[src/rtl/branch_redirect_ctrl_pkg.sv]
// Shared types for the front-end redirect controller.
// Optional feature macro: BR_PERF_CNT_EN (performance counters).
package core;

  // Width of the stale-response drain counter (FLUSH_CYCLES range 0..15).
  localparam int FLUSH_CNT_W = 4;

  typedef enum logic [1:0] {
    RD_IDLE,
    RD_REDIRECT,
    RD_DRAIN
  } redirect_state_t;

  // Resolved branch information from the EX-stage branch unit.
  typedef struct packed {
    logic        is_taken;
    logic [31:0] branch_target;
  } br_cntrl_bus_t;

endpackage

[src/rtl/branch_redirect_ctrl_if.sv]
// Bundle of branch-unit, trap, fetch and perf signals around the redirect controller.
// The slave modport is the controller's view, master is its environment.
interface branch_redirect_ctrl_if #(
  parameter int CNT_W = 32
);
  import core::*;

  logic              br_valid_i;
  br_cntrl_bus_t     br_bus_i;
  logic              ext_flush_i;
  logic              fetch_ready_i;
  logic              redirect_valid_o;
  logic [31:0]       redirect_pc_o;
  logic              flush_ifid_o;
  logic              fetch_discard_o;
  logic              busy_o;
  logic              exc_misalign_o;
  logic [31:0]       exc_tval_o;
  logic [CNT_W-1:0]  perf_br_o;
  logic [CNT_W-1:0]  perf_taken_o;
  logic [CNT_W-1:0]  perf_stall_o;

  modport master (
    output br_valid_i, br_bus_i, ext_flush_i, fetch_ready_i,
    input  redirect_valid_o, redirect_pc_o, flush_ifid_o, fetch_discard_o,
    input  busy_o, exc_misalign_o, exc_tval_o,
    input  perf_br_o, perf_taken_o, perf_stall_o
  );

  modport slave (
    input  br_valid_i, br_bus_i, ext_flush_i, fetch_ready_i,
    output redirect_valid_o, redirect_pc_o, flush_ifid_o, fetch_discard_o,
    output busy_o, exc_misalign_o, exc_tval_o,
    output perf_br_o, perf_taken_o, perf_stall_o
  );

endinterface

[src/rtl/branch_redirect_ctrl_br_perf_cnt.sv]
// Three wrapping event counters for the redirect controller.
// Only instantiated when BR_PERF_CNT_EN is defined.
// inc_i[0]: branch seen in idle, inc_i[1]: taken branch, inc_i[2]: busy cycle.
module br_perf_cnt #(
  parameter int CNT_W = 32
) (
  input  logic             clk_i,
  input  logic             rst_i,
  input  logic [2:0]       inc_i,
  output logic [CNT_W-1:0] perf_br_o,
  output logic [CNT_W-1:0] perf_taken_o,
  output logic [CNT_W-1:0] perf_stall_o
);

  for (genvar gi = 0; gi < 3; gi++) begin : g_cnt
    logic [CNT_W-1:0] cnt_q;

    // Wrapping counter; only reset clears it.
    always_ff @(posedge clk_i) begin
      if (rst_i) begin
        cnt_q <= '0;
      end else if (inc_i[gi]) begin
        cnt_q <= cnt_q + CNT_W'(1);
      end
    end
  end

  assign perf_br_o    = g_cnt[0].cnt_q;
  assign perf_taken_o = g_cnt[1].cnt_q;
  assign perf_stall_o = g_cnt[2].cnt_q;

endmodule

[src/rtl/branch_redirect_ctrl.sv]
// Front-end redirect sequencer: flushes IF/ID on a taken branch, holds the
// target until fetch accepts it, then drops FLUSH_CYCLES stale fetch responses.
// Misaligned targets raise an exception instead of redirecting.
// Optional feature macro: BR_PERF_CNT_EN enables the performance counters.
module branch_redirect_ctrl
  import core::*;
#(
  parameter int FLUSH_CYCLES = 2,
  parameter int CNT_W        = 32
) (
  input  logic                   clk_i,
  input  logic                   rst_i,
  branch_redirect_ctrl_if.slave  bus
);

  localparam logic [FLUSH_CNT_W-1:0] DRAIN_INIT =
    (FLUSH_CYCLES == 0) ? '0 : FLUSH_CNT_W'(FLUSH_CYCLES - 1);

  redirect_state_t        state_q;
  logic [31:0]            pc_q;
  logic [FLUSH_CNT_W-1:0] cnt_q;

  logic        idle;
  logic        take;
  logic        aligned;
  logic [31:0] target;

  assign idle    = (state_q == RD_IDLE);
  assign target  = bus.br_bus_i.branch_target;
  assign aligned = (target[1:0] == 2'b00);
  // A trap flush in the same cycle suppresses the branch entirely.
  assign take    = bus.br_valid_i & bus.br_bus_i.is_taken & ~bus.ext_flush_i & idle;

  // Redirect FSM: idle -> present target -> drain stale responses.
  always_ff @(posedge clk_i) begin
    if (rst_i) begin
      state_q <= RD_IDLE;
      pc_q    <= '0;
      cnt_q   <= '0;
    end else if (bus.ext_flush_i) begin
      state_q <= RD_IDLE;
    end else begin
      case (state_q)
        RD_IDLE: begin
          if (take && aligned) begin
            pc_q    <= target;
            state_q <= RD_REDIRECT;
          end
        end
        RD_REDIRECT: begin
          if (bus.fetch_ready_i) begin
            if (FLUSH_CYCLES == 0) begin
              state_q <= RD_IDLE;
            end else begin
              state_q <= RD_DRAIN;
              cnt_q   <= DRAIN_INIT;
            end
          end
        end
        RD_DRAIN: begin
          if (cnt_q == '0) begin
            state_q <= RD_IDLE;
          end else begin
            cnt_q <= cnt_q - FLUSH_CNT_W'(1);
          end
        end
        default: state_q <= RD_IDLE;
      endcase
    end
  end

  assign bus.redirect_valid_o = (state_q == RD_REDIRECT);
  assign bus.redirect_pc_o    = (state_q == RD_REDIRECT) ? pc_q : 32'h0;
  assign bus.flush_ifid_o     = take | ~idle;
  assign bus.fetch_discard_o  = (state_q == RD_DRAIN);
  assign bus.busy_o           = ~idle;
  assign bus.exc_misalign_o   = take & ~aligned;
  assign bus.exc_tval_o       = (take & ~aligned) ? target : 32'h0;

`ifdef BR_PERF_CNT_EN
  br_perf_cnt #(
    .CNT_W (CNT_W)
  ) u_perf (
    .clk_i        (clk_i),
    .rst_i        (rst_i),
    .inc_i        ({~idle, take, bus.br_valid_i & idle}),
    .perf_br_o    (bus.perf_br_o),
    .perf_taken_o (bus.perf_taken_o),
    .perf_stall_o (bus.perf_stall_o)
  );
`else
  assign bus.perf_br_o    = {CNT_W{1'b0}};
  assign bus.perf_taken_o = {CNT_W{1'b0}};
  assign bus.perf_stall_o = {CNT_W{1'b0}};
`endif

  // The hazard unit must hold EX while the controller is busy.
  assert property (@(posedge clk_i) disable iff (rst_i) !(bus.br_valid_i && !idle));

endmodule

[src/flat_wrapper.sv]
// flat-port wrapper written by rule: the top's interface ports become plain ports
module branch_redirect_ctrl_flat import core::*;
#(
  parameter int FLUSH_CYCLES = 2,
  parameter int CNT_W        = 32
)
  (clk_i, rst_i, bus_br_valid_i, bus_br_bus_i, bus_ext_flush_i, bus_fetch_ready_i, bus_redirect_valid_o, bus_redirect_pc_o, bus_flush_ifid_o, bus_fetch_discard_o, bus_busy_o, bus_exc_misalign_o, bus_exc_tval_o, bus_perf_br_o, bus_perf_taken_o, bus_perf_stall_o);
  branch_redirect_ctrl_if #(.CNT_W(CNT_W)) bus_i ();
  input  logic clk_i;
  input  logic rst_i;
  input wire logic [$bits(bus_i.br_valid_i)-1:0] bus_br_valid_i;
  input wire logic [$bits(bus_i.br_bus_i)-1:0] bus_br_bus_i;
  input wire logic [$bits(bus_i.ext_flush_i)-1:0] bus_ext_flush_i;
  input wire logic [$bits(bus_i.fetch_ready_i)-1:0] bus_fetch_ready_i;
  output wire logic [$bits(bus_i.redirect_valid_o)-1:0] bus_redirect_valid_o;
  output wire logic [$bits(bus_i.redirect_pc_o)-1:0] bus_redirect_pc_o;
  output wire logic [$bits(bus_i.flush_ifid_o)-1:0] bus_flush_ifid_o;
  output wire logic [$bits(bus_i.fetch_discard_o)-1:0] bus_fetch_discard_o;
  output wire logic [$bits(bus_i.busy_o)-1:0] bus_busy_o;
  output wire logic [$bits(bus_i.exc_misalign_o)-1:0] bus_exc_misalign_o;
  output wire logic [$bits(bus_i.exc_tval_o)-1:0] bus_exc_tval_o;
  output wire logic [$bits(bus_i.perf_br_o)-1:0] bus_perf_br_o;
  output wire logic [$bits(bus_i.perf_taken_o)-1:0] bus_perf_taken_o;
  output wire logic [$bits(bus_i.perf_stall_o)-1:0] bus_perf_stall_o;
  assign bus_i.br_valid_i = bus_br_valid_i;
  assign bus_i.br_bus_i = bus_br_bus_i;
  assign bus_i.ext_flush_i = bus_ext_flush_i;
  assign bus_i.fetch_ready_i = bus_fetch_ready_i;
  assign bus_redirect_valid_o = bus_i.redirect_valid_o;
  assign bus_redirect_pc_o = bus_i.redirect_pc_o;
  assign bus_flush_ifid_o = bus_i.flush_ifid_o;
  assign bus_fetch_discard_o = bus_i.fetch_discard_o;
  assign bus_busy_o = bus_i.busy_o;
  assign bus_exc_misalign_o = bus_i.exc_misalign_o;
  assign bus_exc_tval_o = bus_i.exc_tval_o;
  assign bus_perf_br_o = bus_i.perf_br_o;
  assign bus_perf_taken_o = bus_i.perf_taken_o;
  assign bus_perf_stall_o = bus_i.perf_stall_o;
  branch_redirect_ctrl #(.FLUSH_CYCLES(FLUSH_CYCLES), .CNT_W(CNT_W)) u_core (.clk_i(clk_i), .rst_i(rst_i), .bus(bus_i));
endmodule
[config.mk]
export PLATFORM = sky130hd
export DESIGN_NAME = branch_redirect_ctrl_flat
export DESIGN_NICKNAME = d
export VERILOG_FILES = /design/src/rtl/branch_redirect_ctrl_pkg.sv /design/src/rtl/branch_redirect_ctrl_if.sv /design/src/rtl/branch_redirect_ctrl_br_perf_cnt.sv /design/src/rtl/branch_redirect_ctrl.sv /design/src/flat_wrapper.sv
export SDC_FILE = /design/constraint.sdc
export NUM_CORES = 1
export LEC_CHECK = 0
export CAP_MARGIN = 20
export CORE_MARGIN = 2
export CORE_UTILIZATION = 40
export CTS_BUF_LIST = sky130_fd_sc_hd__clkbuf_4
export DETAILED_ROUTE_END_ITERATION = 16
export DONT_BUFFER_PORTS = 1
export PLACE_DENSITY_LB_ADDON = 0.1
export SLEW_MARGIN = 20
export SYNTH_ARGS = -nofsm -noshare
export SYNTH_HDL_FRONTEND = slang
export SYNTH_HIERARCHICAL = 1
export SYNTH_SLANG_ARGS = --single-unit
[constraint.sdc]
create_clock -name clk_i -period 1.8 [get_ports clk_i]
set_clock_uncertainty 0.1 [all_clocks]
set_input_delay 0.36 -clock clk_i [delete_from_list [all_inputs] [get_ports clk_i]]
set_output_delay 0.36 -clock clk_i [all_outputs]
set_load 0.05 [all_outputs]
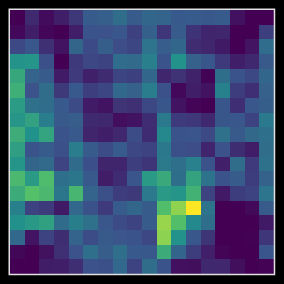
*Wiring heat map*
(3 px per um) The die is cut into 18 by 18 equal tiles; dark purple is low, yellow is high, scaled to the fullest tile. Values are wire area over tile area, all layers added.
tiles over half the peak: 11%
fullest tile: 0.51
nearly empty tiles: 9.0%

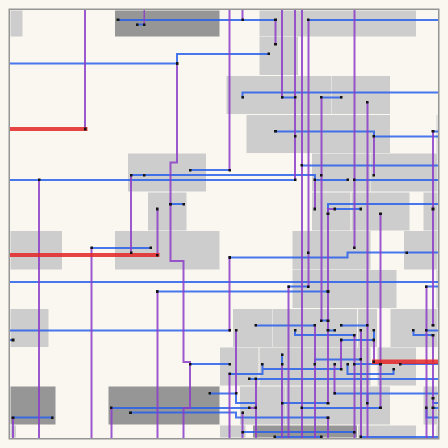
*Layout detail*
Region (29, 29) to (59, 59) um. Cells in grey, sequential cells in the stronger grey; small squares are vias.
[red] metal 3
[blue] metal 1
[purple] metal 2
sequential cells in the window: 2
netlist names of flops here include: u_core/pc_q (1), u_core/state_q (1)
most frequent: buf_12 (4)
cells with their middle in the window: 26

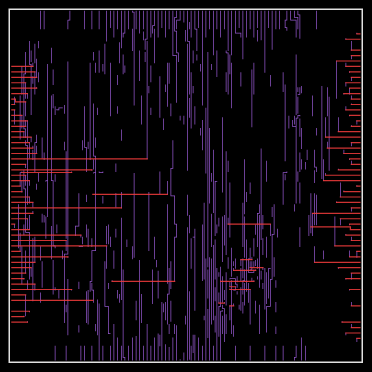
*Signal wires by layer*
(4 px per um) Two of the layers only.
[purple] metal 2 | wire length: 3110 um
[red] metal 3 | wire length: 626 um

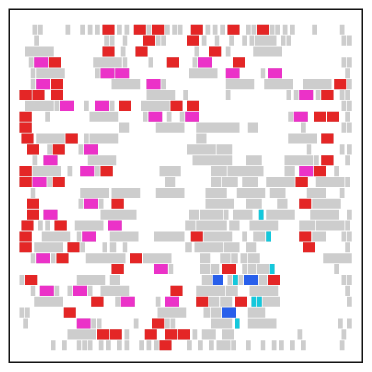
*Logic cells by family*
(4 px per um)
[magenta] mux cells | cells: 30 | where: widely spread
[cyan] inv cells | cells: 7
[red] and/or cells | cells: 69 | where: widely spread
[blue] non-inverting ao/oa cells | cells: 3

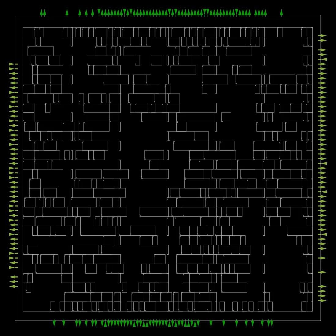
*Placed standard cells*
Core Util, Final: 0.491
Flops: 38

-- cells by family (layout without fill, tap and decap cells) --
logic type      Yosys count  count (layout)  synth area share
buf+inv                 123              55             0.303
compound gates           13              13            0.0369
flops                    38              38             0.270
simple gates            145             145             0.273
fa+ha+maj                 2               2           0.00889
mux                      30              30             0.107
other cells               1              96           0.00133
-- how the worst max path moves through the flow --
stage               depth (start not counted)                  to               from  slack, ps
finish                                      5  bus_exc_tval_o[29]  u_core/state_q[0]       -270
global route                                5  bus_exc_tval_o[28]  u_core/state_q[0]       -370
CTS                                         5  bus_exc_tval_o[25]  u_core/state_q[0]       -290
detailed placement                          4  bus_exc_tval_o[31]  u_core/state_q[0]         -7
global placement                            4  bus_exc_tval_o[31]  u_core/state_q[0]         20
floorplan                                   5  bus_exc_tval_o[22]    bus_ext_flush_i       -100
-- cell type report --
| class | count | share of cell area |
|---|---|---|
| multi-input cells | 286 | 0.526 |
| well taps | 96 | 0.0360 |
| clock inverters | 3 | 0.0120 |
| inverters | 7 | 0.00788 |
| repair buffers | 40 | 0.178 |
| flip-flops and latches | 38 | 0.229 |
| clock buffers | 5 | 0.0113 |
-- through the flow --
step	hold slack, ps	util	worst slack, ps
2_1_floorplan	330	-	-98.6
3_3_place_gp	336	0.425	20.0
3_5_place_dp	335	0.425	-7.50
4_1_cts	3.34	0.464	-285
5_1_grt	7.21	0.491	-366
6_report	43.6	0.491	-273
-- power groups by stage --
stage | registers (uW) | clock network (uW) | logic, uW
after CTS | 854 | 607 | 654
after global placement | 872 | 0 | 629
after global routing | 856 | 649 | 698
after detailed placement | 872 | 0 | 629
after floorplan | 871 | 0 | 765
final | 854 | 578 | 666
-- worst max-delay path, cell delays in order, from the launching register on --
cell and delay [ps]:
dfxtp_2 340, or2_4 260, nor3_4 160, buf_6 150, buf_8 120, and2_4 230
-- synthesized netlist by cell type (all sizes together) --
cell / count / area, um2
mux2i: 30 / 300
a311o: 1 / 10.0
o41ai: 1 / 8.76
o21a: 1 / 7.51
and4: 1 / 8.76
or2: 1 / 6.26
clkbuf: 15 / 56.3
and2: 64 / 400
nor3: 2 / 10.0
o21ai: 1 / 5.00
a21oi: 1 / 5.00
nor4: 2 / 27.5
or4b: 1 / 10.0
or3b: 1 / 8.76
nor2: 4 / 15.0
buf: 101 / 771
conb: 1 / 3.75
o32ai: 1 / 8.76
nand2: 62 / 233
a221o: 1 / 10.0
a31oi: 1 / 6.26
and2b: 1 / 7.51
a311oi: 1 / 8.76
a22oi: 1 / 7.51
nand2b: 1 / 6.26
nor3b: 2 / 15.0
o2111ai: 1 / 8.76
ha: 2 / 25.0
dfxtp: 38 / 761
inv: 7 / 26.3
a32oi: 2 / 17.5
nand3b: 1 / 7.51
nor2b: 2 / 12.5
-- state kept, by name, indices dropped and copies added, names as in the netlist --
signal          cells
u_core/cnt_q        4
u_core/pc_q        32
u_core/state_q      2
-- metal layers --
layer  wire (um)  GRT usage  vias to the layer above  part of all wire
li1            -          -                      970                 -
met3         626     0.0584                        2              0.10
met1        2440      0.170                      924              0.39
met5           0          0                        -                 0
met2        3110      0.233                      124              0.50
met4          26     0.0420                        0            0.0042
==> reports/qor.yml <==
final_timing:
  fmax_ghz: 0.483
  finalSetupViolCount: 88
  rsz0062_at_grt: "yes"
  fin_ws_ps: -273
cells_and_area:
  final_cell_mix: "conb_1, and2_4, nand2_1"
  syn_to_final_growth_pct: 18.4
  layout.cells.non_filler: 475
  ff_latch_area_um2: 762
placement:
  dp_hpwl_mm: 4.20
  port_buffers: 0
  dp.cells: 448
  place_area_mm2: 0.00289
power_and_ir_drop:
  p_sw_frac: 0.416
  leakage_uw: 0.00148
  clkPwrFrac: 0.275
  power.density_mw_per_mm2: 629
grt:
  grt_first_pass_wirelength_mm: 8.41
  antenna_found_initial: 0
drt:
  wl_per_cell_um: 13.1
  vias: 2020
  dr.first_iter.drc_count: 52
clock_network:
  cts_setup_buffers: 3
  cts_resized: 38
  cts_tree: "built"
  cts_buffers: 5
  cts_max_level: 2
die:
  chipArea_mm2: 0.00772
  ios: 203
  num_rows: 30
  die_x_um: 87.9
status:
  status: "finished, violations left"
  violations: "negative setup slack"
run:
  warnings: 30
yosys:
  yosysWarnings: 6
  synth_cell_types: 37
  synth_chip_area_mm2: 0.00282
min_path:
  holdPathStages: 2
Power figures rest on the tool's default switching activity, not on a simulated workload.
